## src/rtl/patch_row_dispatcher_pkg.sv

```systemverilog
// Shared definitions for the patch-row dispatcher: FP zero, log2 helper and
// the PATCH_SIZE / FP_SIZE defaults shared with the reducer bank.
package patch_row_dispatcher_pkg;

  localparam int unsigned DEF_PATCH_SIZE = 16;
  localparam int unsigned DEF_FP_SIZE    = 32;
  localparam logic [31:0] FP_ZERO        = 32'h0000_0000;

  // Ceiling log2; log2_ceil(1) is 0.
  function automatic int unsigned log2_ceil(input int unsigned v);
    int unsigned r;
    r = 0;
    for (int unsigned i = 0; i < 32; i++) begin
      if ((64'd1 << i) < 64'(v)) r = i + 1;
    end
    return r;
  endfunction

endpackage

```

## src/rtl/patch_row_dispatcher_if.sv

```systemverilog
// Job (cfg_*) and result (sum_*) handshake bundle of the patch-row dispatcher.
interface patch_row_dispatcher_if #(
  parameter int unsigned PN         = 10,
  parameter int unsigned ROW_W      = 11,
  parameter int unsigned COL_W      = 11,
  parameter int unsigned FP_W       = 32,
  parameter int unsigned PATCH_SIZE = 16
) ();

  logic                       cfg_valid;
  logic                       cfg_ack;
  logic [PN-1:0]              cfg_patch_num;
  logic [ROW_W-1:0]           cfg_row;
  logic [COL_W-1:0]           cfg_col;
  logic [FP_W-1:0]            cfg_sum;
  logic [PATCH_SIZE*FP_W-1:0] cfg_weights;

  logic                       sum_valid;
  logic                       sum_ack;
  logic [FP_W-1:0]            sum_out;
  logic [PN-1:0]              sum_patch_num;

  // Job source / result consumer side
  modport master (
    output cfg_valid, cfg_patch_num, cfg_row, cfg_col, cfg_sum, cfg_weights,
    input  cfg_ack,
    input  sum_valid, sum_out, sum_patch_num,
    output sum_ack
  );

  // Dispatcher side
  modport slave (
    input  cfg_valid, cfg_patch_num, cfg_row, cfg_col, cfg_sum, cfg_weights,
    output cfg_ack,
    output sum_valid, sum_out, sum_patch_num,
    input  sum_ack
  );

endinterface

```

## src/rtl/patch_row_dispatcher_rr_arbiter.sv

```systemverilog
// Round-robin arbiter: first set request at or after ptr, wrapping modulo N.
module patch_row_dispatcher_rr_arbiter #(
  parameter int unsigned N  = 4,
  parameter int unsigned IW = 2
) (
  input  logic [N-1:0]  req,
  input  logic [IW-1:0] ptr,
  output logic [N-1:0]  grant_c,
  output logic [IW-1:0] idx_c,
  output logic          any_c
);

  // Rotating priority search starting at ptr
  always_comb begin
    int unsigned   j;
    logic [IW-1:0] cand;
    grant_c = '0;
    idx_c   = '0;
    any_c   = 1'b0;
    j       = 0;
    cand    = '0;
    for (int unsigned k = 0; k < N; k++) begin
      j = 32'(ptr) + k;
      if (j >= N) j = j - N;
      cand = IW'(j);
      if (!any_c && req[cand]) begin
        any_c         = 1'b1;
        grant_c[cand] = 1'b1;
        idx_c         = cand;
      end
    end
  end

endmodule

```

## src/rtl/patch_row_dispatcher.sv

```systemverilog
// Issues patch-row jobs to free reducers and drains their results to one port.
// Optional build macro: PATCH_ROW_DISPATCHER_WATCHDOG_EN (per-reducer done timeout).
module patch_row_dispatcher
  import patch_row_dispatcher_pkg::*;
#(
  parameter int unsigned N_REDUCER       = 4,
  parameter int unsigned N_PATCH         = 1024,
  parameter int unsigned PATCH_SIZE      = DEF_PATCH_SIZE,
  parameter int unsigned N_COL_SIZE      = 11,
  parameter int unsigned N_ROW_SIZE      = 11,
  parameter int unsigned FP_SIZE         = DEF_FP_SIZE,
  parameter int unsigned WATCHDOG_CYCLES = 4096,
  localparam int unsigned PN = log2_ceil(N_PATCH),
  localparam int unsigned IW = log2_ceil(N_REDUCER),
  localparam int unsigned OW = IW + 1
) (
  input  logic                          CLK,
  input  logic                          RESET,
  patch_row_dispatcher_if.slave         host,
  output logic [N_REDUCER-1:0]          init,
  output logic [PN-1:0]                 conf_patch_num,
  output logic [N_ROW_SIZE-1:0]         conf_row,
  output logic [N_COL_SIZE-1:0]         conf_col,
  output logic [FP_SIZE-1:0]            conf_sum,
  output logic [PATCH_SIZE*FP_SIZE-1:0] conf_weights,
  input  logic [N_REDUCER-1:0]          reducer_available,
  input  logic [N_REDUCER-1:0]          reducer_done,
  input  logic [N_REDUCER*FP_SIZE-1:0]  reducer_sum,
  input  logic [N_REDUCER*PN-1:0]       reducer_patch_num,
  output logic [OW-1:0]                 outstanding,
  output logic [N_REDUCER-1:0]          wd_err
);

  if (N_REDUCER < 2 || WATCHDOG_CYCLES < 2) begin : g_param_check
    $error("patch_row_dispatcher: N_REDUCER and WATCHDOG_CYCLES must be >= 2");
  end

  logic [N_REDUCER-1:0] pending, eligible, wd_block, wd_hit;
  logic [N_REDUCER-1:0] iss_grant, drn_grant;
  logic [IW-1:0]        iss_ptr, drn_ptr, iss_idx, drn_idx;
  logic                 iss_any, drn_any, issue, drain_load, out_hs;
  logic [FP_SIZE-1:0]   slot_sum [N_REDUCER];
  logic [PN-1:0]        slot_pn  [N_REDUCER];
  logic [FP_SIZE-1:0]   done_sum [N_REDUCER];
  logic [PN-1:0]        done_pn  [N_REDUCER];

  function automatic logic [IW-1:0] next_ptr(input logic [IW-1:0] i);
    return (32'(i) == N_REDUCER - 1) ? '0 : IW'(i + 1'b1);
  endfunction

  // Slice the packed reducer result buses per reducer
  for (genvar g = 0; g < N_REDUCER; g++) begin : g_unpack
    assign done_sum[g] = reducer_sum[g*FP_SIZE +: FP_SIZE];
    assign done_pn[g]  = reducer_patch_num[g*PN +: PN];
  end

  // init masks the cycle in which a just-issued reducer still reports available
  assign eligible     = reducer_available & ~init & ~pending & ~wd_block;
  assign issue        = host.cfg_valid & iss_any;
  assign host.cfg_ack = issue;
  assign drain_load   = ~host.sum_valid | host.sum_ack;
  assign out_hs       = host.sum_valid & host.sum_ack;

  patch_row_dispatcher_rr_arbiter #(.N(N_REDUCER), .IW(IW)) u_issue_arb (
    .req(eligible), .ptr(iss_ptr), .grant_c(iss_grant), .idx_c(iss_idx), .any_c(iss_any)
  );

  patch_row_dispatcher_rr_arbiter #(.N(N_REDUCER), .IW(IW)) u_drain_arb (
    .req(pending), .ptr(drn_ptr), .grant_c(drn_grant), .idx_c(drn_idx), .any_c(drn_any)
  );

  // Job issue: one-cycle init pulse plus shared conf_* bus load
  always_ff @(posedge CLK or posedge RESET) begin
    if (RESET) begin
      init           <= '0;
      conf_patch_num <= '0;
      conf_row       <= '0;
      conf_col       <= '0;
      conf_sum       <= FP_SIZE'(FP_ZERO);
      conf_weights   <= '0;
      iss_ptr        <= '0;
    end else begin
      init <= '0;
      if (issue) begin
        init           <= iss_grant;
        conf_patch_num <= host.cfg_patch_num;
        conf_row       <= host.cfg_row;
        conf_col       <= host.cfg_col;
        conf_sum       <= host.cfg_sum;
        conf_weights   <= host.cfg_weights;
        iss_ptr        <= next_ptr(iss_idx);
      end
    end
  end

  // Result capture into per-reducer slots and drain to the output register
  always_ff @(posedge CLK or posedge RESET) begin
    if (RESET) begin
      pending            <= '0;
      drn_ptr            <= '0;
      host.sum_valid     <= 1'b0;
      host.sum_out       <= FP_SIZE'(FP_ZERO);
      host.sum_patch_num <= '0;
      wd_err             <= '0;
      for (int unsigned i = 0; i < N_REDUCER; i++) begin
        slot_sum[i] <= FP_SIZE'(FP_ZERO);
        slot_pn[i]  <= '0;
      end
    end else begin
      pending <= (pending & ~(drain_load ? drn_grant : '0)) | reducer_done;
      wd_err  <= wd_err | wd_hit | (reducer_done & pending);
      if (drain_load) begin
        host.sum_valid <= drn_any;
        if (drn_any) begin
          host.sum_out       <= slot_sum[drn_idx];
          host.sum_patch_num <= slot_pn[drn_idx];
          drn_ptr            <= next_ptr(drn_idx);
        end
      end
      for (int unsigned i = 0; i < N_REDUCER; i++) begin
        if (reducer_done[i]) begin
          slot_sum[i] <= done_sum[i];
          slot_pn[i]  <= done_pn[i];
        end
      end
    end
  end

  // Jobs issued but not yet drained
  always_ff @(posedge CLK or posedge RESET) begin
    if (RESET) begin
      outstanding <= '0;
    end else begin
      case ({issue, out_hs})
        2'b10:   outstanding <= outstanding + OW'(1);
        2'b01:   outstanding <= outstanding - OW'(1);
        default: outstanding <= outstanding;
      endcase
    end
  end

`ifdef PATCH_ROW_DISPATCHER_WATCHDOG_EN
  localparam int unsigned WW = log2_ceil(WATCHDOG_CYCLES) + 1;

  logic [WW-1:0]        wd_cnt [N_REDUCER];
  logic [N_REDUCER-1:0] wd_run, wd_to;

  // Timeout when a running counter reaches WATCHDOG_CYCLES without a done
  always_comb begin
    wd_hit = '0;
    for (int unsigned i = 0; i < N_REDUCER; i++) begin
      wd_hit[i] = wd_run[i] & ~init[i] & ~reducer_done[i] &
                  (wd_cnt[i] == WW'(WATCHDOG_CYCLES - 1));
    end
  end

  // Per-reducer done counters, started by init and stopped by done or timeout
  always_ff @(posedge CLK or posedge RESET) begin
    if (RESET) begin
      wd_run <= '0;
      wd_to  <= '0;
      for (int unsigned i = 0; i < N_REDUCER; i++) wd_cnt[i] <= '0;
    end else begin
      wd_to <= wd_to | wd_hit;
      for (int unsigned i = 0; i < N_REDUCER; i++) begin
        if (init[i]) begin
          wd_run[i] <= 1'b1;
          wd_cnt[i] <= WW'(1);
        end else if (reducer_done[i] || wd_hit[i]) begin
          wd_run[i] <= 1'b0;
        end else if (wd_run[i]) begin
          wd_cnt[i] <= wd_cnt[i] + WW'(1);
        end
      end
    end
  end

  assign wd_block = wd_to;
`else
  assign wd_hit   = '0;
  assign wd_block = '0;
`endif

endmodule

```

## src/flat_wrapper.sv

```systemverilog
// flat-port wrapper written by rule: the top's interface ports become plain ports
module patch_row_dispatcher_flat import patch_row_dispatcher_pkg::*;
#(
  parameter int unsigned N_REDUCER       = 4,
  parameter int unsigned N_PATCH         = 1024,
  parameter int unsigned PATCH_SIZE      = DEF_PATCH_SIZE,
  parameter int unsigned N_COL_SIZE      = 11,
  parameter int unsigned N_ROW_SIZE      = 11,
  parameter int unsigned FP_SIZE         = DEF_FP_SIZE,
  parameter int unsigned WATCHDOG_CYCLES = 4096,
  localparam int unsigned PN = log2_ceil(N_PATCH),
  localparam int unsigned IW = log2_ceil(N_REDUCER),
  localparam int unsigned OW = IW + 1
)
  (CLK, RESET, init, conf_patch_num, conf_row, conf_col, conf_sum, conf_weights, reducer_available, reducer_done, reducer_sum, reducer_patch_num, outstanding, wd_err, host_cfg_valid, host_cfg_patch_num, host_cfg_row, host_cfg_col, host_cfg_sum, host_cfg_weights, host_cfg_ack, host_sum_valid, host_sum_out, host_sum_patch_num, host_sum_ack);
  patch_row_dispatcher_if #(.PN((10)), .ROW_W((11)), .COL_W((11)), .FP_W((32)), .PATCH_SIZE(PATCH_SIZE)) host_i ();
  input  logic CLK;
  input  logic RESET;
  output logic [N_REDUCER-1:0] init;
  output logic [PN-1:0] conf_patch_num;
  output logic [N_ROW_SIZE-1:0] conf_row;
  output logic [N_COL_SIZE-1:0] conf_col;
  output logic [FP_SIZE-1:0] conf_sum;
  output logic [PATCH_SIZE*FP_SIZE-1:0] conf_weights;
  input  logic [N_REDUCER-1:0] reducer_available;
  input  logic [N_REDUCER-1:0] reducer_done;
  input  logic [N_REDUCER*FP_SIZE-1:0] reducer_sum;
  input  logic [N_REDUCER*PN-1:0] reducer_patch_num;
  output logic [OW-1:0] outstanding;
  output logic [N_REDUCER-1:0] wd_err;
  input wire logic [$bits(host_i.cfg_valid)-1:0] host_cfg_valid;
  input wire logic [$bits(host_i.cfg_patch_num)-1:0] host_cfg_patch_num;
  input wire logic [$bits(host_i.cfg_row)-1:0] host_cfg_row;
  input wire logic [$bits(host_i.cfg_col)-1:0] host_cfg_col;
  input wire logic [$bits(host_i.cfg_sum)-1:0] host_cfg_sum;
  input wire logic [$bits(host_i.cfg_weights)-1:0] host_cfg_weights;
  output wire logic [$bits(host_i.cfg_ack)-1:0] host_cfg_ack;
  output wire logic [$bits(host_i.sum_valid)-1:0] host_sum_valid;
  output wire logic [$bits(host_i.sum_out)-1:0] host_sum_out;
  output wire logic [$bits(host_i.sum_patch_num)-1:0] host_sum_patch_num;
  input wire logic [$bits(host_i.sum_ack)-1:0] host_sum_ack;
  assign host_i.cfg_valid = host_cfg_valid;
  assign host_i.cfg_patch_num = host_cfg_patch_num;
  assign host_i.cfg_row = host_cfg_row;
  assign host_i.cfg_col = host_cfg_col;
  assign host_i.cfg_sum = host_cfg_sum;
  assign host_i.cfg_weights = host_cfg_weights;
  assign host_cfg_ack = host_i.cfg_ack;
  assign host_sum_valid = host_i.sum_valid;
  assign host_sum_out = host_i.sum_out;
  assign host_sum_patch_num = host_i.sum_patch_num;
  assign host_i.sum_ack = host_sum_ack;
  patch_row_dispatcher #(.N_REDUCER(N_REDUCER), .N_PATCH(N_PATCH), .PATCH_SIZE(PATCH_SIZE), .N_COL_SIZE(N_COL_SIZE), .N_ROW_SIZE(N_ROW_SIZE), .FP_SIZE(FP_SIZE), .WATCHDOG_CYCLES(WATCHDOG_CYCLES)) u_core (.CLK(CLK), .RESET(RESET), .host(host_i), .init(init), .conf_patch_num(conf_patch_num), .conf_row(conf_row), .conf_col(conf_col), .conf_sum(conf_sum), .conf_weights(conf_weights), .reducer_available(reducer_available), .reducer_done(reducer_done), .reducer_sum(reducer_sum), .reducer_patch_num(reducer_patch_num), .outstanding(outstanding), .wd_err(wd_err));
endmodule
```

## config.mk

```make
export PLATFORM = sky130hd
export DESIGN_NAME = patch_row_dispatcher_flat
export DESIGN_NICKNAME = d
export VERILOG_FILES = /design/src/rtl/patch_row_dispatcher_pkg.sv /design/src/rtl/patch_row_dispatcher_if.sv /design/src/rtl/patch_row_dispatcher_rr_arbiter.sv /design/src/rtl/patch_row_dispatcher.sv /design/src/flat_wrapper.sv
export SDC_FILE = /design/constraint.sdc
export NUM_CORES = 2
export LEC_CHECK = 0
export CAP_MARGIN = 20
export CORE_AREA = 5 5 543 545
export DETAILED_ROUTE_END_ITERATION = 7
export DIE_AREA = 0 0 548 550
export GPL_TIMING_DRIVEN = 0
export HOLD_SLACK_MARGIN = 0.05
export SLEW_MARGIN = 0
export SYNTH_ARGS = -nofsm -noshare
export SYNTH_HDL_FRONTEND = slang
export SYNTH_SLANG_ARGS = --single-unit
```

## constraint.sdc

```tcl
create_clock -name CLK -period 67.6 [get_ports CLK]
set_input_delay 10.14 -clock CLK [delete_from_list [all_inputs] [get_ports CLK]]
set_output_delay 10.14 -clock CLK [all_outputs]
set_load 0.1 [all_outputs]
```

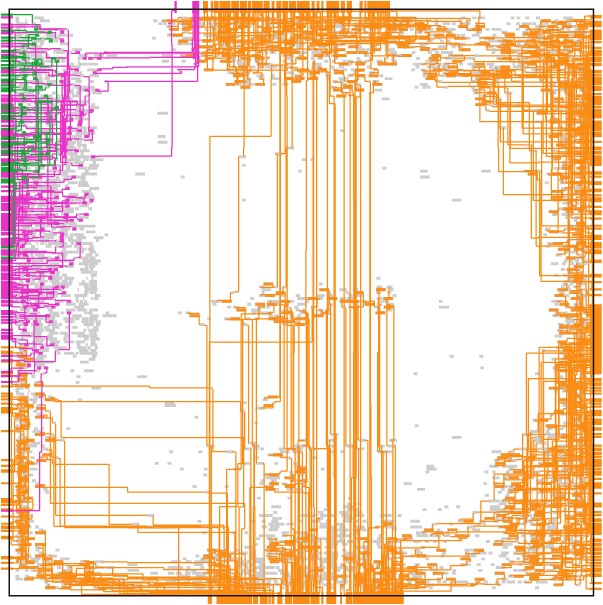
(I/O nets highlighted)
color	port	bits	direction	edge	end cells	buffers	wire
green	`reducer_patch_num`	40	input	left	40	40	1770 um
magenta	`reducer_sum`	128	input	121 left, 7 top	128	128	8420 um
orange	`conf_weights`	512	output	232 right, 136 bottom, 108 top, 36 left	512	621	64.1 mm
Boundary Pins: 1387
tally of buffers added on design ports: 1382

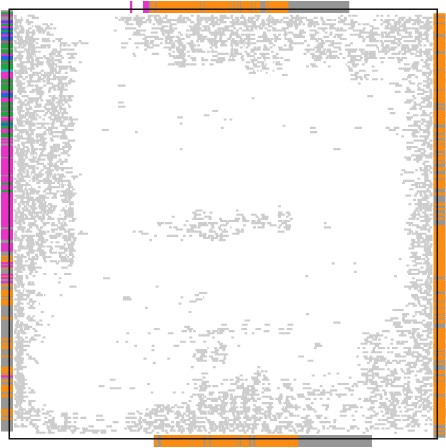
(pin placement)
Pins as bars across the die edge, other pins in gray.
color	port	pins	direction	edge
magenta	`reducer_sum`	128	input	121 left, 7 top
blue	`host_sum_patch_num`	10	output	left
green	`reducer_patch_num`	40	input	left
cyan	`host_sum_ack`	1	input	left
orange	`conf_weights`	512	output	232 right, 136 bottom, 108 top, 36 left
all pins by edge	400 right, 397 left, 303 bottom, 287 top
horizontal die dimension: 548 um
height of the die: 550 um

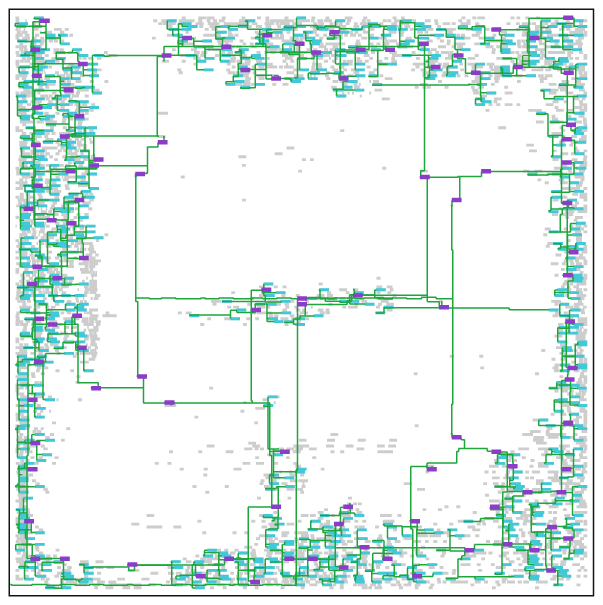
(clock network drawn from the DEF)
[cyan] flip-flops | count: 806
[green] clock wires | length: 14600 um
[purple] clock drivers | count: 106
routed clock nets	107
flops lie	spread over the die
Insertion Delay late pin: 0.82 ns

==> impl_metrics.toml <==
# flow metrics
[sta]
max_freq_mhz = 41.7
worst_clock_skew_ns = 0.0264
share_of_the_clock_period_used_by_the_worst_path_after_layout_pct = 35.5
rsz0062_at_grt = "no"
relSlewSlack_pct = 18.9
hold-worst-slack_ns = 0.458

[drt]
post_drt_via_cell_ratio = 3.29
drt_drc_violations_left = 0
topRoutingLayerUsed = "met5"
wl_met3_mm = 30.4
met2_wirelength_mm = 107
drtIter0Drc = 1086

[layout]
area.growth.synth_to_final_pct = 72.0
comb.multi_input.count = 1033
inverters_excl_clock = 11
final_layout_size_suffix_gt1_share_pct = 32.2
nonClkBufAreaFrac_pct = 30.0
cell_count_final_fillers_out = 7503
count_of_sequential_standard_cells = 806
lay_top_count = "clkdlybuf4s50_1"

[critical_path]
critPathBufInv = 6
setup.worst_path.end_class = "primary output"
crit_path_cell_trace = "clkdlybuf4s50_1, nor3b_1, mux4_2, or3_4, o21ai_4, buf_12, buf_6, buf_2, inv_1, clkdlybuf4s50_1"
crit_cells = 10
r2r_slack_ns = 63.13
worst-endpoint-arrival_ns = 13.84
worst_path_largest_cell_delay_ns = 0.98

[synth]
ys_types = 57
ys_area_um2 = 34700
ys.warnings.count = 0
synth-async-reset-ratio_pct = 100
yosysSeqAreaShare_pct = 58.1
yosys_cells = 1966

[clock_tree]
cts_max_path_buffers = 4
clock_tree.root_cell = "clkbuf_16"
cts_setup_buffers = 0
h-tree-depth = 3

[outcome]
status = "complete, no violations"

[floorplanning]
die_area_um2 = 301000
fp_util_pct = 12.0

[placement]
finalWeightedCongestion = 0.954
hpwl_mm = 196

[min_path]
min_delay_path_depth = 1
worst_hold_path.endpoint = "u_core.wd_err[2]$_DFF_PP0_"
hold_path_startpoint = "u_core.wd_err[2]$_DFF_PP0_"

[global_routing]
grt.met2_usage_pct = 24.3
antenna_found_initial = 206
grt.met1_usage_pct = 14.7
first_global_vias = 26400

[job]
log.warning_count = 64
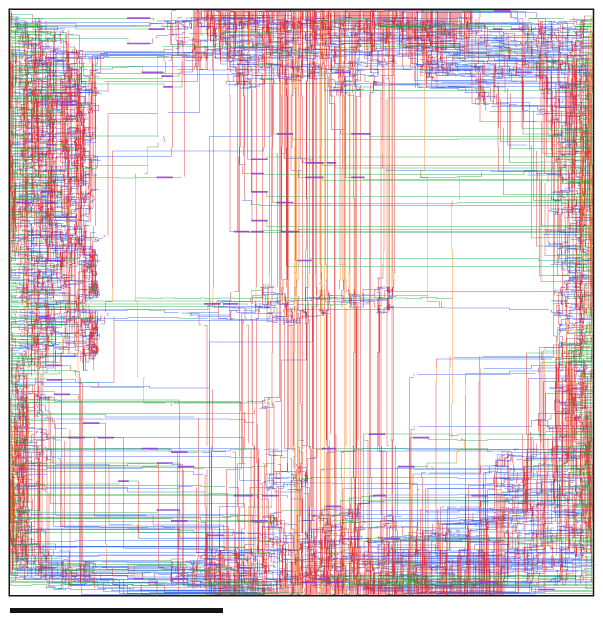
(wiring by layer)
The bar under the picture is 200 um long.
color	layer	wire length
red	metal 2	107 mm
purple	metal 5	1030 um
blue	metal 1	77.8 mm
green	metal 3	30.4 mm
orange	metal 4	8940 um
overall via count from detail_route: 24700
routed length per placed instance: 30.0 um
GRT Resource Usage Total: 14.3%

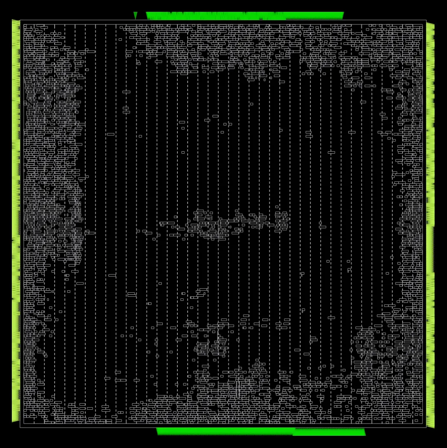
(cell outlines without signal wires)
fraction of area in registers: 33.8%
fin util: 20.6%
Well Taps: 3800

